==> config.mk <==
export PLATFORM = sky130hd
export DESIGN_NAME = adc_spi_sampler
export DESIGN_NICKNAME = d
export VERILOG_FILES = /design/src/rtl/psu_pkg.sv /design/src/rtl/moving_avg.sv /design/src/rtl/adc_spi_sampler.sv
export SDC_FILE = /design/constraint.sdc
export NUM_CORES = 1
export LEC_CHECK = 0
export CAP_MARGIN = 5
export CORE_MARGIN = 10
export CORE_UTILIZATION = 39
export CTS_BUF_LIST = sky130_fd_sc_hd__clkbuf_4
export CTS_CLUSTER_DIAMETER = 100
export DETAILED_ROUTE_END_ITERATION = 6
export PLACE_DENSITY = 0.54
export SLEW_MARGIN = 10
export SYNTH_ARGS = -nofsm -noshare
export SYNTH_HDL_FRONTEND = slang
export SYNTH_HIERARCHICAL = 1
export SYNTH_SLANG_ARGS = --single-unit
==> constraint.sdc <==
create_clock -name clk -period 10.1 [get_ports clk]
set_input_delay 1.01 -clock clk [delete_from_list [all_inputs] [get_ports clk]]
set_output_delay 1.01 -clock clk [all_outputs]
set_load 0.005 [all_outputs]
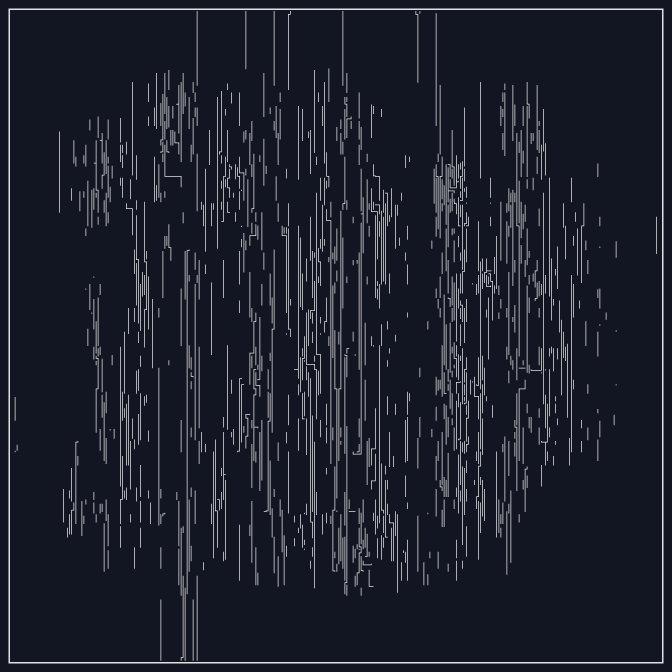
run_1/met2.png
wire length on this layer = 6060 µm
main direction = vertical
longest straight run = 78.0 µm
nets with wire on the layer = 559
share of all routed wire = 46%
Routed WL: 13070 µm
met2 Use GR: 0.1946
DR vias: 4331

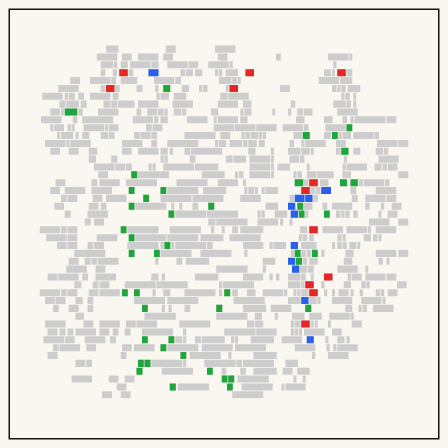
run_1/gate_families.png
red -> XOR/XNOR gates  # cells 12
green -> AND and OR gates  # cells 45
blue -> AND-OR and OR-AND gates  # cells 11
fin cells: 855
fraction of area in multi-input gates: 0.4103

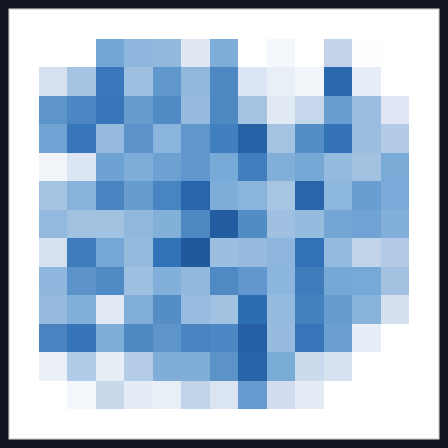
run_1/density.png
The die is cut into 15 by 15 equal tiles; white is low, dark blue is high, 0 to 100% covered.
mean over tiles = 32%
densest ninth of the die = centre
fullest tile = 83%
nearly empty tiles = 31%
emptiest ninth of the die = lower right
tiles over 75% full = 4.0%
Util after Layout: 0.4506
core area: 16000 µm²
Initial Utilization: 0.4005

==> job_summary.md, run 1 <==
## Synthesis and layout report

| Metric | Value |
|---|---|
| Detail Route Antenna Nets | `0` |
| Design Power | `974.4 µW` |
| Max-cap violations | `0` |
| GRT Util Overall | `0.1241` |
| Final period utilization | `0.3903` |
| Post-synthesis cell count | `598` |
| Worst Reg-to-Reg Cells | `10` |
| Setup Buffers After CTS | `0` |
| Post-layout nets | `665` |
| CTS tree | `built` |
| Worst hold path class | `reg2reg` |
| Port Buf Inserts | `33` |
| Status | `complete, no violations` |
| Maximum clock frequency | `253.7 MHz` |
| Vias in the first global route | `4259` |
| Switch share | `0.2369` |
| Sequential cell fraction of total power | `0.571` |
| Endpoints failing hold | `0` |
| Die Ht | `148.2 µm` |
| Clk buf depth | `2` |
| Setup Total Neg Slack | `0 ps` |
| Slowest CP cell | `dfxtp_1` |
| Drt via density | `5.065` |
| Yosys Instances | `598` |
| CTS Hold Bufs | `0` |
| Yosys synthesis warning count | `6` |
| Die area | `21960 µm²` |
| Hold slack | `461.8 ps` |
| Area leader share | `0.2561` |
==> run 1: final cells by class <==
cell class                 instances  share of cell area
multi-input combinational        379              0.4103
clock buffer                      17             0.01770
antenna                            1           0.0003471
sequential                       130              0.4276
tap                              216             0.03749
timing repair buffer              39             0.05137
inverter                          58             0.03020
clock inverter                    15             0.02499
==> run 1: worst register-to-register path: stages (launching register included) <==
cell      delay, ps
dfxtp_1         880
mux4_2          630
fa_1            490
inv_1            40
ha_1            340
and2_1          210
a221oi_2        310
o21ai_2         130
a41o_1          280
or4_1           470
o311ai_1         90
==> run 1: routing by layer <==
metal  vias up  global-route usage  wire, µm
met5         -                   0         0
met4         0             0.03816       110
met3         6             0.04096       676
met2        77              0.1946      6054
met1      2113              0.1586      6229
li1       2135                   -         -
## Run 2: what changed since run 1
Settings changed: PLACE_DENSITY 0.54 to 0.56.
Clock period 10.1 ns to 3.5 ns, I/O delays scaled along.
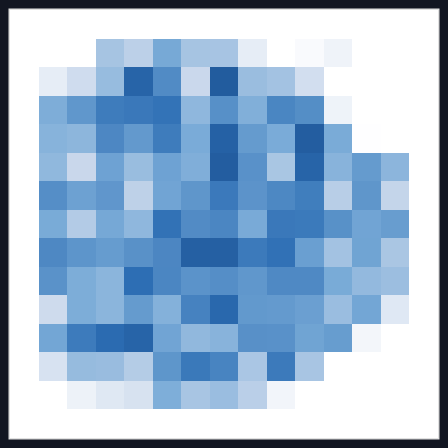
run_2/density.png
The die is cut into 15 by 15 equal tiles; white is low, dark blue is high, 0 to 100% covered.
emptiest ninth of the die = upper right
fullest tile = 82%
nearly empty tiles = 34%
densest ninth of the die = centre
tiles over 75% full = 4.9%
mean over tiles = 33%
Util after Layout: 0.4701

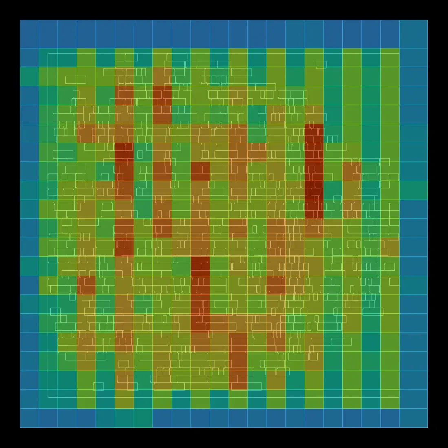
run_2/final_congestion.png
met1 GRT Util: 0.1595
met3 Use GR: 0.03610
met2 Use GR: 0.2018
GRT Util Overall: 0.1267

==> job_summary.md, run 2 <==
## Synthesis and layout report

| Metric | Value |
|---|---|
| CTS Hold Bufs | `0 (unchanged)` |
| Initial Utilization | `0.4005 (unchanged)` |
| Wire length on met3 | `517 µm (-24%)` |
| Core area | `16000 µm² (unchanged)` |
| Fin cells | `871 (+1.9%)` |
| Seq_cells | `130 (unchanged)` |
| Max-cap violations | `0 (unchanged)` |
| Tap cell count | `216 (unchanged)` |
| Clk buf depth | `2 (unchanged)` |
| Yosys Instances | `598 (unchanged)` |
| Slowest CP cell | `mux4_2` |
| Invs w/o clock | `58 (unchanged)` |
| CTS tree | `built` |
| Status | `complete, no violations` |
| ANT cells | `1 (unchanged)` |
| Met2 WL post-DR | `6220 µm (+2.7%)` |
| Sequential share of cell area | `0.4103 (-0.01728)` |
| Routed WL | `13420 µm (+2.7%)` |
| Leading cell kind | `sequential cells` |
| Signal buf overhead | `0.07086 (+0.01949)` |
| Vias in the first global route | `4401 (+3.3%)` |
| Hold slack | `187.8 ps (-274.1 ps)` |
| ClkCell Share | `0.04890 (+0.006209)` |
| Post-layout nets | `681 (+2.4%)` |
| Post-synthesis cell count | `598 (unchanged)` |
| Final period utilization | `0.9635 (+0.5732)` |
| Worst Reg-to-Reg Cells | `11 (+1)` |
| #MultiIn Comb | `379 (unchanged)` |
## run 2: timing repair
| item | 4_1_cts | 5_1_grt |
|---|---|---|
| gates resized | 0 | 15 |
| setup buffers | 0 | 1 |
| endpoints found under the setup margin | 0 | 5 |
## run 2: report_power, final
| part | leakage [µW] | total (µW) | switching [µW] | internal (µW) |
|---|---|---|---|---|
| Combinational | 0.00147 | 128 | 72.2 | 55.5 |
| Sequential | 0.00112 | 1610 | 12.7 | 1590 |
| Clock | 0.000202 | 1290 | 568 | 721 |
| Total | 0.00279 | 3020 | 653 | 2370 |
## run 2: per-layer routing
| layer | up-vias | global-route usage |
|---|---|---|
| met3 | 18 | 0.03610 |
| met5 | - | 0 |
| met4 | 0 | 0.04807 |
| met1 | 2050 | 0.1595 |
| li1 | 2166 | - |
| met2 | 71 | 0.2018 |
Power is estimated from default activity; no workload was simulated.
